===== src/rtl/snn_pkg.sv =====
// Shared types and constants for the SNN core scheduler slice.
// Holds the scheduler FSM encoding and core sizing constants.
package snn_pkg;

  localparam int EVT_ADDR_W  = 4;
  localparam int NUM_NEURONS = 16;

  typedef enum logic [1:0] {
    IDLE    = 2'd0,
    ISSUE   = 2'd1,
    WAIT_EV = 2'd2,
    LEAK    = 2'd3
  } sched_state_t;

endpackage


===== src/rtl/rr_arbiter.sv =====
// Combinational round-robin arbiter: first requester at or after ptr.
// Produces a one-hot grant and its binary index.
module rr_arbiter #(
  parameter int NUM_SRC = 4
) (
  input  logic [NUM_SRC-1:0]         i_req,
  input  logic [$clog2(NUM_SRC)-1:0] i_ptr,
  output logic [NUM_SRC-1:0]         o_grant,
  output logic [$clog2(NUM_SRC)-1:0] o_idx
);

  localparam int IW = $clog2(NUM_SRC);

  logic w_found;

  always_comb begin
    int k;
    k       = 0;
    w_found = 1'b0;
    o_grant = '0;
    o_idx   = '0;
    for (int i = 0; i < NUM_SRC; i++) begin
      k = int'(i_ptr) + i;
      if (k >= NUM_SRC) k = k - NUM_SRC;
      if (!w_found && i_req[k]) begin
        w_found    = 1'b1;
        o_grant[k] = 1'b1;
        o_idx      = IW'(k);
      end
    end
  end

endmodule


===== src/rtl/snn_event_sched.sv =====
// Event/leak scheduler: owns membrane memory for one pass at a time.
// Optional watchdog enabled by defining SNN_SCHED_WATCHDOG_EN.
module snn_event_sched
  import snn_pkg::*;
#(
  parameter int NUM_SRC   = 4,
  parameter int ADDR_W    = EVT_ADDR_W,
  parameter int TIMEOUT_W = 8
) (
  input  logic                       clock,
  input  logic                       reset_n,
  input  logic [NUM_SRC-1:0]         src_valid,
  input  logic [NUM_SRC*ADDR_W-1:0]  src_addr,
  output logic [NUM_SRC-1:0]         src_pop,
  output logic                       event_received,
  output logic [ADDR_W-1:0]          event_addr,
  output logic [$clog2(NUM_SRC)-1:0] event_src,
  input  logic                       event_done,
  input  logic                       timestep_tick,
  output logic                       leak_req,
  input  logic                       leak_ack,
  output logic                       busy,
  output logic                       leak_overrun,
  output logic                       sched_err
);

  localparam int IW = $clog2(NUM_SRC);

  sched_state_t r_state, w_state_nxt;

  logic [IW-1:0]      r_rr_ptr;
  logic               r_leak_pending;
  logic               r_leak_overrun;
  logic [ADDR_W-1:0]  r_event_addr;
  logic [IW-1:0]      r_event_src;
  logic [NUM_SRC-1:0] w_grant;
  logic [IW-1:0]      w_idx;
  logic [IW-1:0]      w_ptr_nxt;
  logic               w_take;
  logic               w_ev_end;
  logic               w_lk_end;
  logic               w_wd_hit;

  rr_arbiter #(.NUM_SRC(NUM_SRC)) u_arb (
    .i_req   (src_valid),
    .i_ptr   (r_rr_ptr),
    .o_grant (w_grant),
    .o_idx   (w_idx)
  );

  assign w_take   = (r_state == IDLE) && !r_leak_pending
                    && (|src_valid);
  assign w_ev_end = (r_state == WAIT_EV)
                    && (event_done || w_wd_hit);
  assign w_lk_end = (r_state == LEAK)
                    && (leak_ack || w_wd_hit);
  assign w_ptr_nxt = (r_event_src == IW'(NUM_SRC - 1))
                     ? '0 : r_event_src + 1'b1;

  // Pop is combinational so it lands in the grant cycle; masked in reset.
  assign src_pop        = w_grant & {NUM_SRC{w_take && reset_n}};
  assign event_received = (r_state == ISSUE);
  assign leak_req       = (r_state == LEAK);
  assign busy           = (r_state != IDLE);
  assign event_addr     = r_event_addr;
  assign event_src      = r_event_src;
  assign leak_overrun   = r_leak_overrun;

  always_comb begin
    w_state_nxt = r_state;
    unique case (r_state)
      IDLE: begin
        if (r_leak_pending)  w_state_nxt = LEAK;
        else if (|src_valid) w_state_nxt = ISSUE;
      end
      ISSUE:   w_state_nxt = WAIT_EV;
      WAIT_EV: if (w_ev_end) w_state_nxt = IDLE;
      LEAK:    if (w_lk_end) w_state_nxt = IDLE;
      default: w_state_nxt = IDLE;
    endcase
  end

  always_ff @(posedge clock or negedge reset_n) begin
    if (!reset_n) begin
      r_state        <= IDLE;
      r_rr_ptr       <= '0;
      r_leak_pending <= 1'b0;
      r_leak_overrun <= 1'b0;
      r_event_addr   <= '0;
      r_event_src    <= '0;
    end else begin
      r_state <= w_state_nxt;
      if (w_take) begin
        r_event_addr <= src_addr[w_idx*ADDR_W +: ADDR_W];
        r_event_src  <= w_idx;
      end
      if (w_ev_end) r_rr_ptr <= w_ptr_nxt;
      // A tick coinciding with the leak completion re-arms the next pass.
      if (timestep_tick)  r_leak_pending <= 1'b1;
      else if (w_lk_end)  r_leak_pending <= 1'b0;
      if (timestep_tick && r_leak_pending && !w_lk_end)
        r_leak_overrun <= 1'b1;
    end
  end

`ifdef SNN_SCHED_WATCHDOG_EN
  logic [TIMEOUT_W-1:0] r_wd_cnt;
  logic                 r_sched_err;
  logic                 w_wd_run;

  assign w_wd_run = (r_state == WAIT_EV) || (r_state == LEAK);
  // Abort on the edge where the counter would reach all-ones.
  assign w_wd_hit = w_wd_run
                    && (r_wd_cnt == {{(TIMEOUT_W-1){1'b1}}, 1'b0});
  assign sched_err = r_sched_err;

  always_ff @(posedge clock or negedge reset_n) begin
    if (!reset_n) begin
      r_wd_cnt    <= '0;
      r_sched_err <= 1'b0;
    end else begin
      if (!w_wd_run) r_wd_cnt <= '0;
      else           r_wd_cnt <= r_wd_cnt + 1'b1;
      if (w_wd_hit)  r_sched_err <= 1'b1;
    end
  end
`else
  assign w_wd_hit  = 1'b0;
  assign sched_err = 1'b0;
`endif

endmodule


===== config.mk =====
export PLATFORM = sky130hd
export DESIGN_NAME = snn_event_sched
export DESIGN_NICKNAME = d
export VERILOG_FILES = /design/src/rtl/snn_pkg.sv /design/src/rtl/rr_arbiter.sv /design/src/rtl/snn_event_sched.sv
export SDC_FILE = /design/constraint.sdc
export NUM_CORES = 1
export LEC_CHECK = 0
export CORE_MARGIN = 4
export CORE_UTILIZATION = 40
export DETAILED_ROUTE_END_ITERATION = 16
export GPL_ROUTABILITY_DRIVEN = 0
export PLACE_DENSITY = 0.81
export SKIP_CTS_REPAIR_TIMING = 1
export SKIP_LAST_GASP = 1
export SLEW_MARGIN = 5
export SYNTH_ARGS = -nofsm -noshare
export SYNTH_HDL_FRONTEND = slang
export SYNTH_SLANG_ARGS = --single-unit
export TNS_END_PERCENT = 5

===== constraint.sdc =====
create_clock -name clock -period 2.8 [get_ports clock]
set_clock_uncertainty 0.15 [all_clocks]
set_input_delay 0.56 -clock clock [delete_from_list [all_inputs] [get_ports clock]]
set_output_delay 0.56 -clock clock [all_outputs]
set_load 0.005 [all_outputs]

Fig. 1: run 1, metal 3
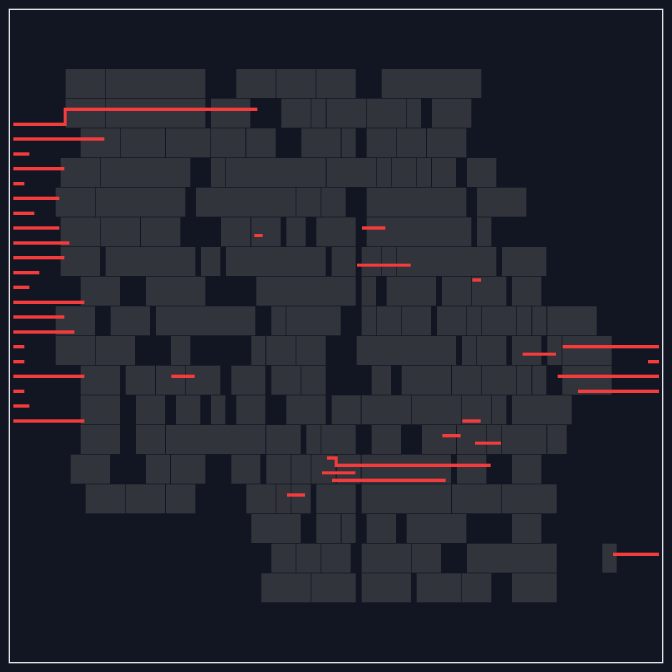
main direction	horizontal
share of all routed wire	5.4%
wire length on this layer	166 um
longest straight run	17.5 um
met3 track utilization from global routing: 2.16%
routed vias: 1,136

Fig. 2: run 1, metal 1
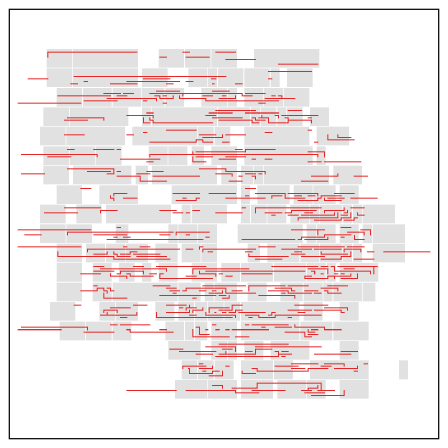
main direction	horizontal
wire length on this layer	1,270 um
longest straight run	23.5 um
nets with wire on the layer	176
share of all routed wire	42%
met1 layer usage reported by global route: 21.9%
Final Routed Wirelength: 3050 um

Fig. 3: run 1, track usage over the die
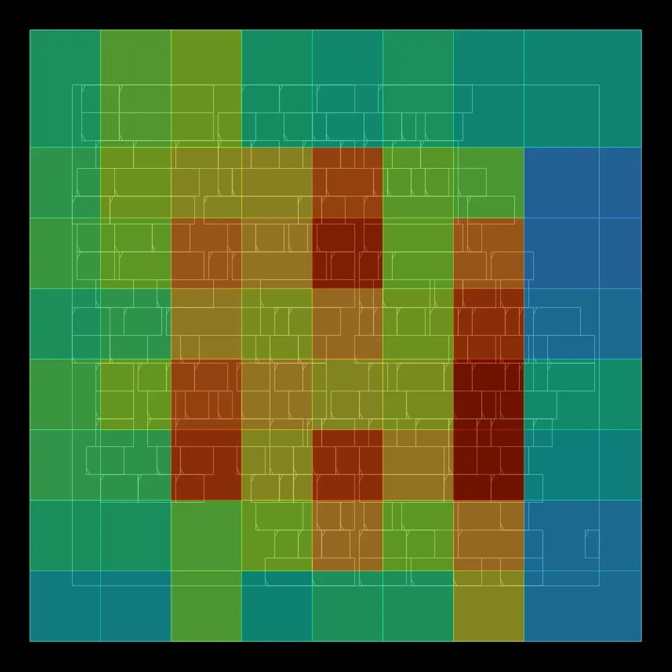
routed wirelength normalized by instance count: 15.1 um
met2 global-route usage: 28.9%
global routing usage summed across all routing layers: 17.1%

==> flow.log, run 1 <==
[flow] summary of implementation run
[metrics] Final WS setup: -0.180 ns
[metrics] number of iterations in the first detailed-routing pass: 4
[metrics] CTS tree: done
[metrics] Flop area: ~300 um^2
[metrics] final tally of hold violations: 0
[metrics] Most Used Layer, Global Route: met2
[metrics] worst-case setup slack after placement: -0.707 ns
[metrics] layout cells sized above 1: 30.2%
[metrics] Most used DFF post-synth: sky130_fd_sc_hd__dfrtp_1
[metrics] Avg Cell Area, Syn: about 9.6 um^2
[metrics] metal2 WL: between 1500 and 2000 um
[metrics] Distinct lib cells used: between 40 and 50
[metrics] final routed DRC violation total: 0
[metrics] total core area: roughly 2500 um^2
[metrics] total power after layout: between 1500 and 2000 uW
[metrics] CP endpoint kind: primary output
[metrics] combinational share of power: slightly above 70%
[metrics] number of cells in the design after placement: between 150 and 200
[metrics] result of the run: complete, but fails checks
[metrics] Critical Path Source: r_rr_ptr[0]
[metrics] cell-by-cell trace of the critical path: inv_4, ha_4, mux4_2, buf_6, a22oi_2, nor2_1, a221oi_1, nor2_1, buf_2
[metrics] largest family of logic cells by area: AND-OR/OR-AND gates
[metrics] critical path type: reg2out
[metrics] via count of the first global-routing pass: between 1,000 and 1,500
[metrics] xor-xnor portion of the synthesized cell area: 0%
[metrics] Final nets: between 200 and 250
[metrics] share of final layout cell area taken by non-clock buffers: approximately 35%
[metrics] Max H-tree Level: 1
[metrics] Fmax: about 0.34 GHz
[metrics] cell count along the critical path: 9
[metrics] Root Buffer Master: sky130_fd_sc_hd__clkbuf_4
[metrics] max reg flops: 4
[metrics] Syn Inst Count: ~110
[metrics] share of power burned in the clock network: 8.6%
[metrics] Clk pin slew, worst setup/hold paths: around 0.080 ns
[metrics] number of slew-limit violations in the final report: 0
[metrics] fraction of the mapped netlist area in simple logic gates: between 20% and 30%
[metrics] cells on worst reg2reg path: 10
[metrics] Net Switching: 629 uW
[metrics] total area of multi-input combinational cells: ~750 um^2
[metrics] Top delay family on crit path: flip-flops
[metrics] number of register bits inferred by synthesis: 12
[metrics] die width: approximately 60 um
[metrics] setup repair after global routing missed its margin: yes
[metrics] area fraction of clock buffers and clock inverters: under 10%
[metrics] Flop pwr share: 19.9%
[metrics] Core Util at FP: 42.5%
[metrics] failing checks: negative setup slack
[metrics] Yosys top cell by area: sky130_fd_sc_hd__dfrtp_1
[metrics] number of buffers on the longest clock path: 2
[metrics] commonest cells after routing, fill and taps aside: sky130_fd_sc_hd__clkdlybuf4s50_1, sky130_fd_sc_hd__buf_4, sky130_fd_sc_hd__nor2_1, sky130_fd_sc_hd__nand2_1, sky130_fd_sc_hd__dfrtp_1
[metrics] fill cell instance count of the final layout: 194
[metrics] aoi/oai-family share of the synthesized area: around a fifth
[metrics] Seq/total area: between 10% and 20%
[metrics] Comb area share: between 40 and 50%
[metrics] hold crit path type: reg2reg
[metrics] cts bufs inserted: 3
[metrics] power group with the highest consumption: combinational cells
[metrics] FFs w/ async S/R, synth: 100%
[metrics] data arrival time of the critical path: around 2.3 ns
[metrics] combinational gates: around 90
[metrics] most numerous logic cell after layout: sky130_fd_sc_hd__clkdlybuf4s50_1
[metrics] highest routed layer: met4
[metrics] layout overhead on the synthesized area: 61.8%
[metrics] Vias per Instance: 5.62
[metrics] nonclk inv count: 3
[metrics] number of core rows: 18
[metrics] CP bufs+invs: 3
[metrics] final setup violating endpoints: 7
Fig. 4: run 1, register map, names as in the netlist
The bar under the picture is 20 um long.
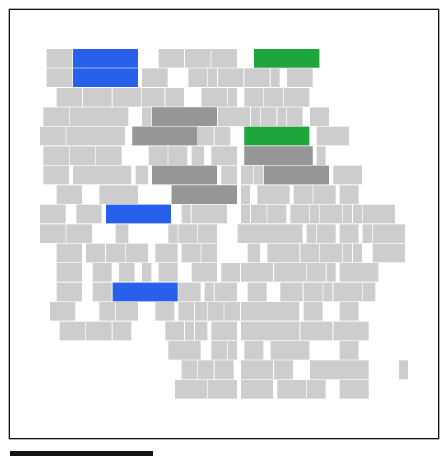

--- run 2 (diff from run 1) ---
--- a/config.mk
+++ b/config.mk
@@ -5,6 +5,7 @@
 export SDC_FILE = /design/constraint.sdc
 export NUM_CORES = 1
 export LEC_CHECK = 0
+export CORE_ASPECT_RATIO = 0.9
 export CORE_MARGIN = 4
 export CORE_UTILIZATION = 40
 export DETAILED_ROUTE_END_ITERATION = 16
Fig. 5: run 2, register map, names as in the netlist
The bar under the picture is 20 um long.
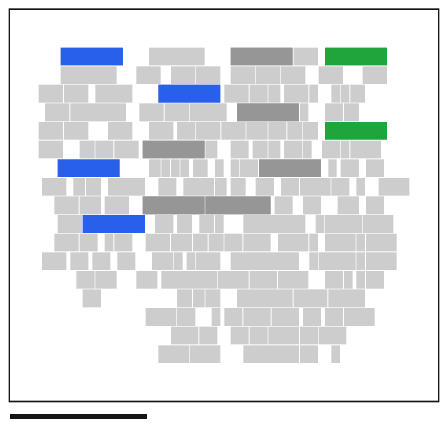
colour	name in the netlist	sequential cells
green	r_state	2
blue	event_addr	4
Seq/total area: 16.9%
Flop area: 302 um^2

Fig. 6: run 2, metal 3
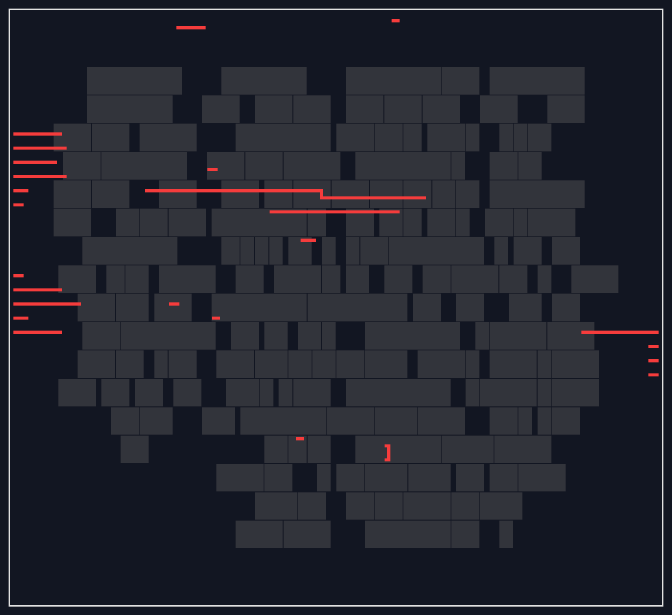
main direction	horizontal
longest straight run	16.8 um
wire length on this layer	92.9 um
nets with wire on the layer	21
share of all routed wire	2.8%
met3 track utilization from global routing: 3.74%
Final Routed Wirelength: 3350 um
routed vias: 1,145

==> run 2 against run 1 <==
The flow still finishes with violations (negative setup slack). Worst setup slack improved by 0.010 ns. Clock power fell by 22%. Die area about the same. Sequential power is 3% lower.
==> flow.log, run 2 <==
[flow] summary of implementation run
[metrics] result of the run: complete, but fails checks
[metrics] failing checks: negative setup slack
[metrics] total power after layout: 1680 uW (+3.5%)
[metrics] Most used DFF post-synth: sky130_fd_sc_hd__dfrtp_1
[metrics] die width: 62.6 um (+4.7%)
[metrics] CTS tree: done
[metrics] final routed DRC violation total: 0 (unchanged)
[metrics] fraction of the mapped netlist area in simple logic gates: 20.5% (unchanged)
[metrics] FFs w/ async S/R, synth: 100% (unchanged)
[metrics] power group with the highest consumption: combinational cells
[metrics] nonclk inv count: 3 (unchanged)
[metrics] Root Buffer Master: sky130_fd_sc_hd__clkbuf_4
[metrics] highest routed layer: met4
[metrics] number of slew-limit violations in the final report: 0 (unchanged)
[metrics] Clk pin slew, worst setup/hold paths: 0.07 ns (about the same)
[metrics] power dissipated in the clock network: approximately 110 uW
[metrics] combinational share of power: 74.9% (+3.4 points)
[metrics] routed wirelength normalized by instance count: 16.6 um (+9.8%)
[metrics] fill cell instance count of the final layout: 187 (-3.6%)
[metrics] critical path type: reg2out
[metrics] Critical Path Source: r_rr_ptr[0]
[metrics] Most Used Layer, Global Route: met2
[metrics] final setup violating endpoints: 7 (unchanged)
[metrics] number of iterations in the first detailed-routing pass: 4 (unchanged)
[metrics] final tally of hold violations: 0 (unchanged)
[metrics] Fmax: 0.337 GHz (+0.35%)
[metrics] hold crit path type: reg2reg
[metrics] worst-case setup slack after placement: -0.713 ns (-0.00552 ns)
[metrics] cells on worst reg2reg path: 8 (-2)
[metrics] commonest cells after routing, fill and taps aside: sky130_fd_sc_hd__clkdlybuf4s50_1, sky130_fd_sc_hd__buf_4, sky130_fd_sc_hd__nor2_1, sky130_fd_sc_hd__nand2_1, sky130_fd_sc_hd__dfrtp_1
[metrics] Top delay family on crit path: flip-flops
[metrics] xor-xnor portion of the synthesized cell area: 0% (unchanged)
[metrics] Core Util at FP: 42.7% (+0.21 points)
[metrics] Flop pwr share: 18.7% (-1.2 points)
[metrics] metal2 WL: 1890 um (+19%)
[metrics] total core area: 2510 um^2 (-0.50%)
[metrics] Post-Layout Inst Area: 1790 um^2
[metrics] number of nets with antenna violations after detailed routing: 0
[metrics] max reg flops: 4 (unchanged)
[metrics] CP endpoint kind: primary output
[metrics] cell-by-cell trace of the critical path: inv_4, ha_4, mux4_2, buf_4, a22oi_2, nor2_1, a221oi_1, nor2_1, dlymetal6s2s_1
[metrics] met1 layer usage reported by global route: 17.1% (-4.8 points)
[metrics] Max H-tree Level: 1 (unchanged)
[metrics] cell count along the critical path: 9 (unchanged)
[metrics] Syn Inst Count: 112 (unchanged)
[metrics] Net Switching: 664 uW (+5.6%)
[metrics] CP bufs+invs: 3 (unchanged)
[metrics] number of register bits inferred by synthesis: 12 (unchanged)
[metrics] layout cells sized above 1: 32.2% (+2.0 points)
[metrics] most numerous logic cell after layout: sky130_fd_sc_hd__clkdlybuf4s50_1
[metrics] combinational gates: 90 (unchanged)
[metrics] cts bufs inserted: 3 (unchanged)
[metrics] Distinct lib cells used: 43 (unchanged)
[metrics] largest family of logic cells by area: AND-OR/OR-AND gates
[metrics] Comb area share: 44.0% (+0.94 points)
[metrics] data arrival time of the critical path: 2.26 ns (about the same)
[metrics] layout overhead on the synthesized area: 66.9%
[metrics] Vias per Instance: 5.67 (+0.79%)
[metrics] share of final layout cell area taken by non-clock buffers: 35.2% (+0.64 points)
[metrics] number of cells in the design after placement: 190 (-0.52%)
[metrics] Final WS setup: -0.170 ns (+0.0103 ns)
Power figures rest on the tool's default switching activity, not on a simulated workload.
